**Run 1: power grid**

Bar = 20 µm. Pins as bars on the die edge. Tap cells in gray.
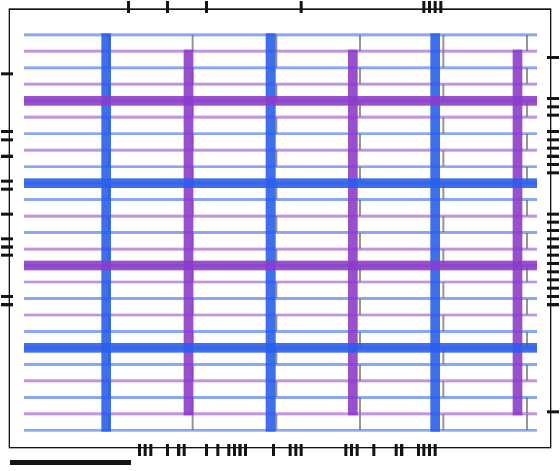
**Run 1: cells colored by class**

Bar = 20 µm.
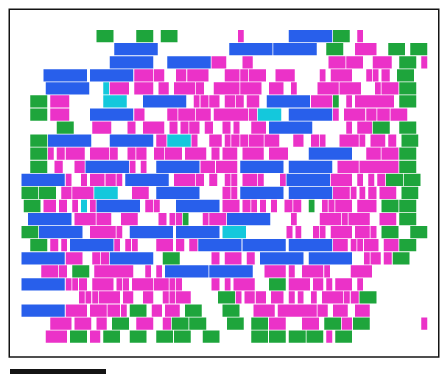
**Run 1: clock wires, drivers and flops**

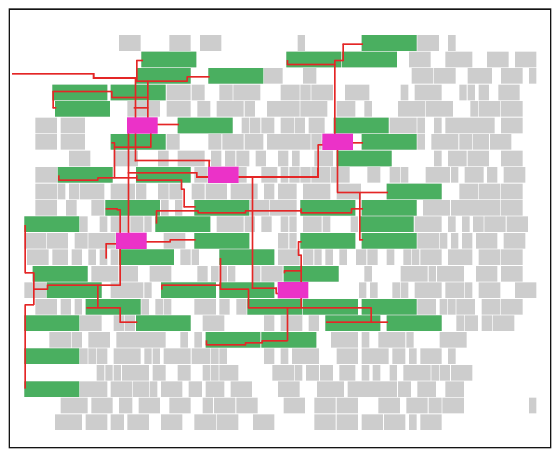
## src/rtl/mul2_hex_display.sv

```systemverilog
// Sequential shift-add unsigned multiplier with a four-digit active-low
// hex seven-segment readout of the low 16 bits of the product.
module mul2_hex_display #(
  parameter int SIZE = 8
) (
  input  logic              clk,
  input  logic              rst_n,
  input  logic              load,
  input  logic [SIZE-1:0]   a_in,
  input  logic [SIZE-1:0]   b_in,
  output logic [2*SIZE-1:0] result,
  output logic              busy,
  output logic              done,
  output logic [7:0]        disp0,
  output logic [7:0]        disp1,
  output logic [7:0]        disp2,
  output logic [7:0]        disp3
);

  localparam int CW = $clog2(SIZE + 1);

  typedef enum logic {IDLE, RUN} state_t;

  state_t              state_q, state_d;
  logic [SIZE-1:0]     mcand_q, mcand_d;
  logic [2*SIZE:0]     prod_q, prod_d;
  logic [CW-1:0]       cnt_q, cnt_d;
  logic [2*SIZE-1:0]   result_q, result_d;
  logic                done_q, done_d;
  logic [SIZE:0]       upper;
  logic [2*SIZE:0]     step;
  logic [15:0]         disp_val;

  always_ff @(posedge clk or negedge rst_n) begin
    if (!rst_n) begin
      state_q  <= IDLE;
      mcand_q  <= '0;
      prod_q   <= '0;
      cnt_q    <= '0;
      result_q <= '0;
      done_q   <= 1'b0;
    end else begin
      state_q  <= state_d;
      mcand_q  <= mcand_d;
      prod_q   <= prod_d;
      cnt_q    <= cnt_d;
      result_q <= result_d;
      done_q   <= done_d;
    end
  end

  always_comb begin
    state_d  = state_q;
    mcand_d  = mcand_q;
    prod_d   = prod_q;
    cnt_d    = cnt_q;
    result_d = result_q;
    done_d   = done_q;
    // Conditional add into the upper half keeps its carry in the extra top bit.
    upper = {1'b0, prod_q[2*SIZE-1:SIZE]} + (prod_q[0] ? {1'b0, mcand_q} : '0);
    step  = {upper, prod_q[SIZE-1:0]} >> 1;
    case (state_q)
      IDLE: begin
        if (load) begin
          mcand_d = a_in;
          prod_d  = {1'b0, {SIZE{1'b0}}, b_in};
          cnt_d   = CW'(SIZE);
          done_d  = 1'b0;
          state_d = RUN;
        end
      end
      RUN: begin
        prod_d = step;
        cnt_d  = cnt_q - CW'(1);
        if (cnt_q == CW'(1)) begin
          result_d = step[2*SIZE-1:0];
          done_d   = 1'b1;
          state_d  = IDLE;
        end
      end
      default: state_d = IDLE;
    endcase
  end

  generate
    if (2 * SIZE >= 16) begin : g_wide
      assign disp_val = result_q[15:0];
    end else begin : g_narrow
      assign disp_val = {{(16 - 2 * SIZE){1'b0}}, result_q};
    end
  endgenerate

  function automatic logic [7:0] seg7(input logic [3:0] n);
    case (n)
      4'h0: seg7 = 8'hC0;
      4'h1: seg7 = 8'hF9;
      4'h2: seg7 = 8'hA4;
      4'h3: seg7 = 8'hB0;
      4'h4: seg7 = 8'h99;
      4'h5: seg7 = 8'h92;
      4'h6: seg7 = 8'h82;
      4'h7: seg7 = 8'hF8;
      4'h8: seg7 = 8'h80;
      4'h9: seg7 = 8'h90;
      4'hA: seg7 = 8'h88;
      4'hB: seg7 = 8'h83;
      4'hC: seg7 = 8'hC6;
      4'hD: seg7 = 8'hA1;
      4'hE: seg7 = 8'h86;
      default: seg7 = 8'h8E;
    endcase
  endfunction

  assign result = result_q;
  assign busy   = (state_q == RUN);
  assign done   = done_q;
  assign disp0  = seg7(disp_val[3:0]);
  assign disp1  = seg7(disp_val[7:4]);
  assign disp2  = seg7(disp_val[11:8]);
  assign disp3  = seg7(disp_val[15:12]);

endmodule

```

## config.mk

```make
export PLATFORM = sky130hd
export DESIGN_NAME = mul2_hex_display
export DESIGN_NICKNAME = d
export VERILOG_FILES = /design/src/rtl/mul2_hex_display.sv
export SDC_FILE = /design/constraint.sdc
export NUM_CORES = 1
export LEC_CHECK = 0
export CAP_MARGIN = 5
export CORE_ASPECT_RATIO = 0.8
export CORE_MARGIN = 2
export CORE_UTILIZATION = 55
export DETAILED_ROUTE_END_ITERATION = 8
export PLACE_DENSITY = 0.85
export RECOVER_POWER = 100
export SLEW_MARGIN = 20
export SYNTH_ARGS = -nofsm -noshare
export SYNTH_HDL_FRONTEND = slang
export SYNTH_SLANG_ARGS = --single-unit
```

## constraint.sdc

```tcl
create_clock -name clk -period 4.2 [get_ports clk]
set_input_delay 0.84 -clock clk [delete_from_list [all_inputs] [get_ports clk]]
set_output_delay 0.84 -clock clk [all_outputs]
set_load 0.01 [all_outputs]
```

==> qor.tcl, run 1 <==
set qor(synth-area-yosys_mm2) 0.00319
set qor(worst_setup_path_start_kind) {register}
set qor(dr.pass1.iters) 6
set qor(dr_total_vias) 2532
set qor(fin_ws_ns) 0.966
set qor(max-cap-violations) 1
set qor(ys_sh_simple) 0.145
set qor(ys.flop_type) {dfrtp_1}
set qor(worst_setup_path_end_kind) {primary output}
set qor(slowest_delay_ns) 0.62
set qor(num-nets-final) 439
set qor(synthesis.yosys.warnings) 0
set qor(largest_net_degree_at_the_start_of_global_routing) 47
set qor(layout.buffer.nonclock.area_share) 0.164
set qor(synth.cell_area_mm2) 0.00319
set qor(drt_met1_wl_um) 3250
set qor(gr-usage-all-layers) 0.216
set qor(initial_utilization) 0.577
set qor(timing.final.crit_share) 0.770
set qor(synth-seq-area-share) 0.361
set qor(largest_class) {multi-input combinational cells}
set qor(switching_power_mw) 1.25
set qor(dr_vias_cell) 5.47
set qor(pwr-share-comb) 0.600
set qor(synthAdderAreaFrac) 0.140
set qor(power.clock.fraction) 0.085
set qor(violations) {capacitance limit, slew limit}
set qor(numSequentialCells) 46
set qor(max_slew_margin) -0.605
set qor(setup_violations) 0
set qor(antenna_cells) 0
set qor(slew_viol_final) 47
set qor(synth_xor_xnor_area_share) 0.0165
set qor(global_route.overflow_total) 0
set qor(holdPathStages) 1
set qor(clock_buffer_cells) 7
set qor(route.met3.wl_um) 256
set qor(layout_top_cells) {dlygate4sd3_1, dfrtp_1, nand2_1}
set qor(tns_ns) 0
set qor(cp.depth) 6
set qor(r2r.worst_path.cells) 6
set qor(clock_tree.buffer_depth) 2
set qor(dpl_cell_area_mm2) 0.00384
set qor(post_synth_num_cell_types) 44
set qor(layout.cells.most_common) {dlygate4sd3_1}
set qor(synth_top_area_cells) {dfrtp_1, ha_1, mux2i_1}
set qor(criticalPathCategory) {reg -> out}
set qor(antenna_found_initial) 0
set qor(chip_area_mm2) 0.00642
set qor(mux_area_frac) 0.134
set qor(reg2reg_from) {busy$_DFF_PN0_}
set qor(result_of_the_run) {finished, violations left}
set qor(placement.setup.worst_slack_ns) 1.34
set qor(avgSynthCellArea_um2) 9.69
set qor(synth-cells-yosys) 329
set qor(synth.cellmix.compoundShare) 0.149
set qor(drt_iter0_drc) 114
set qor(route.final.wire_length_um) 6630
set qor(comb_cell_power_mw) 1.76
set qor(dp.cells) 456
set qor(fin_hold_ws_ns) 0.505
set qor(common_cells) {dfrtp_1, nand2_1, ha_1}
set qor(power_per_cell_area_mw_per_mm2) 753
set qor(logic_area_mm2) 0.00187
set qor(seqCellArea_mm2) 0.00115
set qor(yosysTopAreaCellShare) 0.361
set qor(timing.critical_path.required_ns) 3.36
set qor(postSynthRegisterBits) 46
set qor(rr_endpoint) {result[8]$_DFFE_PN0P_}
Back to the opening pictures, 'power grid':
color	net
purple	VDD
blue	VSS
tap cells	78
met4 straps	6
met1 rails	25
met5 straps	4
signal pins	69
core region area: 0.00553 mm²
die boundary width: 89.1 µm
peak supply drop: 0.374 mV
floorplan die height: 72.1 µm

Back to the opening pictures, 'cells colored by class':
color	class	cells	share of their area
blue	flip-flops	46	30%
green	other buffers and delay cells	66	17%
magenta	all other logic	266	51%
cyan	clock drivers and dummy loads	7	2.0%
share of the core filled with cells: 0.707
flop share of the area: 0.295
number of standard-cell rows in the floorplan: 24
summed area of non-filler cells in the final layout: 0.00391 mm²

Back to the opening pictures, 'clock wires, drivers and flops':
[magenta] cells driving clock nets | count: 5
[red] clock wires | length: 506 µm
[green] flip-flops | count: 46
routed clock nets	6

**Run 1: wiring by layer**

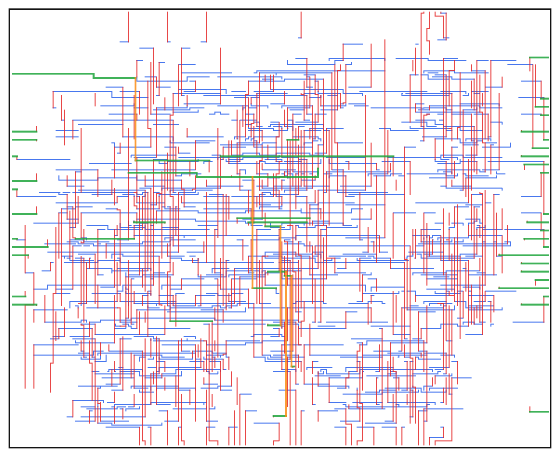

==> run 2, diff against run 1 <==
--- a/config.mk
+++ b/config.mk
@@ -8,9 +8,9 @@
 export CAP_MARGIN = 5
 export CORE_ASPECT_RATIO = 0.8
 export CORE_MARGIN = 2
-export CORE_UTILIZATION = 55
+export CORE_UTILIZATION = 46
 export DETAILED_ROUTE_END_ITERATION = 8
-export PLACE_DENSITY = 0.85
+export PLACE_DENSITY = 0.75
 export RECOVER_POWER = 100
 export SLEW_MARGIN = 20
 export SYNTH_ARGS = -nofsm -noshare
==> constraint.sdc (replaced) <==
create_clock -name clk -period 2.6 [get_ports clk]
set_input_delay 0.52 -clock clk [delete_from_list [all_inputs] [get_ports clk]]
set_output_delay 0.52 -clock clk [all_outputs]
set_load 0.01 [all_outputs]
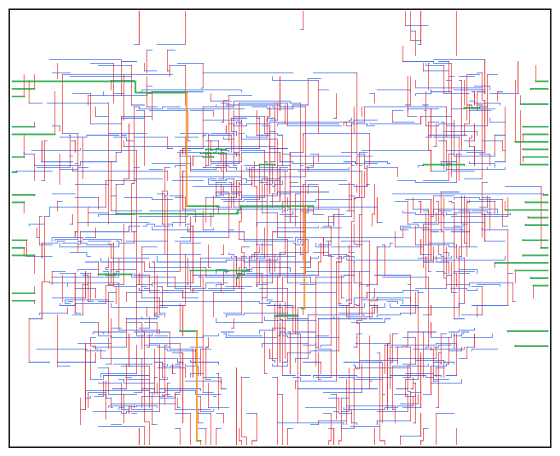
**Above:** run 2 (wiring by layer).
color	layer	wire length
green	met3	270 µm
blue	met1	3490 µm
orange	met4	58.5 µm
red	met2	2970 µm

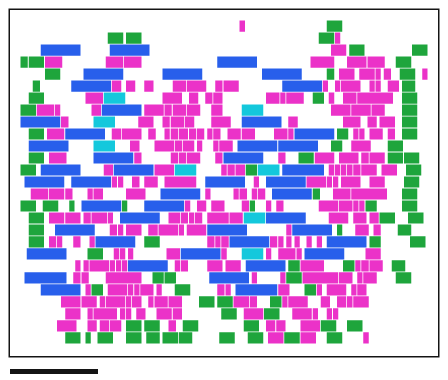
**Above:** run 2 (cells colored by class).
Bar = 20 µm.
flop share of the area: 0.284
summed area of non-filler cells in the final layout: 0.00407 mm²

==> run 2 against run 1 <==
  * The flow now finishes without violations
  * Sequential cell count is the same
  * Non-clock buffer count grew 19
  * Core utilization shrank 11 points
  * Largest cell class unchanged
  * Clock skew grew 0.0044 ns
  * Combinational power grew 81%
  * Global-route usage shrank 4.1 points
  * Count of clock-buffer cells in the layout grew 1
  * Sequential power grew 48%
==> qor.tcl, run 2 <==
set qor(result_of_the_run) {finished, final reports clean}
set qor(dr.max_layer_used) {met4}
set qor(fp.coreArea_mm2) 0.00679 ;# +23%
set qor(gr-usage-all-layers) 0.175 ;# -0.0410
set qor(power.clock.fraction) 0.100 ;# +0.015
set qor(synth.logic.top_family) {AND-OR/OR-AND gates}
set qor(buf_inv_on_cp) 2
set qor(switching_power_mw) 2.09 ;# +68%
set qor(max_slew_margin) 0.250 ;# +0.855
set qor(clkSlewWorstSetupHoldPaths_ns) 0.08
set qor(layout.buffer.nonclock.area_share) 0.187 ;# +0.0225
set qor(num-nets-final) 458 ;# +4.3%
set qor(synth.cell_area_mm2) 0.00319 ;# unchanged
set qor(dpl_cell_area_mm2) 0.00398 ;# +3.5%
set qor(groute.layer.met2.usage) 0.276
set qor(dr_total_vias) 2601 ;# +2.7%
set qor(worst_setup_path_end_kind) {primary output}
set qor(synth_top_area_cells) {dfrtp_1, ha_1, mux2i_1}
set qor(slew_viol_final) 0 ;# -100%
set qor(placement.setup.worst_slack_ns) 0.0998 ;# -1.24 ns
set qor(drt_iter0_drc) 148 ;# +30%
set qor(synth-seq-area-share) 0.361 ;# unchanged
set qor(synthesis.yosys.warnings) 0 ;# unchanged
set qor(p_clk_uw) 507
set qor(holdPathStages) 1 ;# unchanged
set qor(fin_hold_ws_ns) 0.509 ;# +0.00457 ns
set qor(synth.cellmix.compoundShare) 0.149 ;# unchanged
set qor(finalCoreUtilization) 0.600 ;# -0.107
set qor(layout_top_cells) {nand2_1, dfrtp_1, clkdlybuf4s50_1}
set qor(route.met3.wl_um) 270 ;# +5.5%
set qor(ctsRootBufferMaster) {clkbuf_8}
set qor(worst_setup_path_start_kind) {register}
set qor(ys_sh_simple) 0.145 ;# unchanged
set qor(power_per_cell_area_mw_per_mm2) 1240 ;# +65%
set qor(synthAdderAreaFrac) 0.140 ;# unchanged
set qor(timing.critical_path.required_ns) 2.08 ;# -1.28 ns
set qor(worst_hold_class) {reg -> reg}
set qor(numSequentialCells) 46 ;# unchanged
set qor(place_congestion) 0.859
set qor(clock_tree.buffer_depth) 2 ;# unchanged
set qor(common_cells) {dfrtp_1, nand2_1, ha_1}
set qor(dr_vias_cell) 5.29 ;# -3.3%
set qor(logic_area_mm2) 0.00187 ;# about the same
set qor(power.group.top) {combinational cells}
set qor(netlist_instances) 329
set qor(final_cell_count_no_fill) 492
set qor(largest_net_degree_at_the_start_of_global_routing) 47 ;# unchanged
set qor(die_width_um) 97.1 ;# +8.9%
set qor(layout.cells.most_common) {nand2_1}
set qor(r2r.worst_path.cells) 7 ;# +1
set qor(mux_area_frac) 0.134 ;# unchanged
set qor(dp.cells) 480 ;# +5.3%
set qor(synth_xor_xnor_area_share) 0.0165 ;# unchanged
set qor(core.rowCount) 27 ;# +13%
set qor(clock_tree_from_tritoncts) {yes}
set qor(avgSynthCellArea_um2) 9.69 ;# unchanged
set qor(largest_class) {multi-input combinational cells}
set qor(initial_utilization) 0.469 ;# -0.107
set qor(comb-cell-share) 0.459
set qor(cp.depth) 5 ;# -1
set qor(pwr-share-comb) 0.629 ;# +0.029
set qor(timing.final.crit_share) 0.968
set qor(rr_endpoint) {result[13]$_DFFE_PN0P_}
set qor(global_route.overflow_total) 0 ;# unchanged
set qor(remaining_drc_errors) 0
set qor(post_synth_num_cell_types) 44 ;# unchanged
set qor(tns_ns) 0 ;# unchanged
set qor(criticalPathCategory) {reg -> out}
set qor(yosysTopAreaCellShare) 0.361 ;# unchanged
set qor(postSynthRegisterBits) 46 ;# unchanged
set qor(synth-cells-yosys) 329 ;# unchanged
set qor(reg2reg_from) {prod_q[0]$_DFFE_PN0P_}
set qor(setup_violations) 0 ;# unchanged
set qor(layout.comb_gates.multi_input) 249
set qor(fin_ws_ns) 0.0825 ;# -0.883 ns
set qor(comb_cell_power_mw) 3.18 ;# +81%
set qor(hold_path_endpoint) {prod_q[14]$_DFFE_PN0P_}
set qor(max-cap-violations) 0 ;# -1
set qor(ys.flop_type) {dfrtp_1}
set qor(num-nonclk-inverters) 17
set qor(synth-area-yosys_mm2) 0.00319 ;# unchanged
set qor(dr.pass1.iters) 4 ;# -2
set qor(slowest_delay_ns) 0.47 ;# -0.15 ns
set qor(chip_area_mm2) 0.00761 ;# +19%
set qor(total_setup_buffers_inserted_after_cts) 4
set qor(antenna_found_initial) 0 ;# unchanged
set qor(clock_buffer_cells) 8 ;# +1
set qor(route.final.wire_length_um) 6780 ;# +2.3%
set qor(drt_met1_wl_um) 3490 ;# +7.4%
set qor(seqCellArea_mm2) 0.00115 ;# +0.33%
set qor(antenna_cells) 0 ;# unchanged
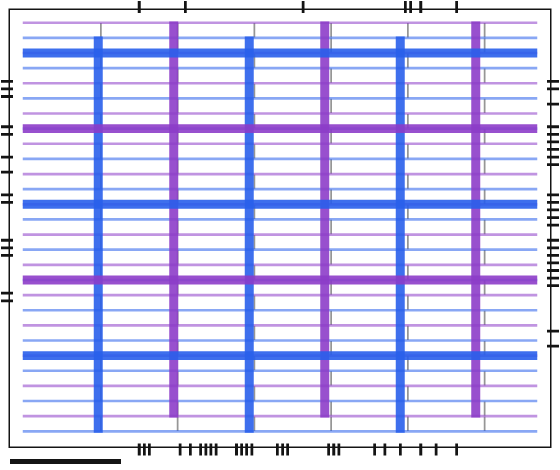
**Above:** run 2 (power grid).
Bar = 20 µm. Pins as bars on the die edge. Tap cells in gray.
peak supply drop: 0.582 mV
floorplan die height: 78.4 µm

Power is estimated from default activity; no workload was simulated.
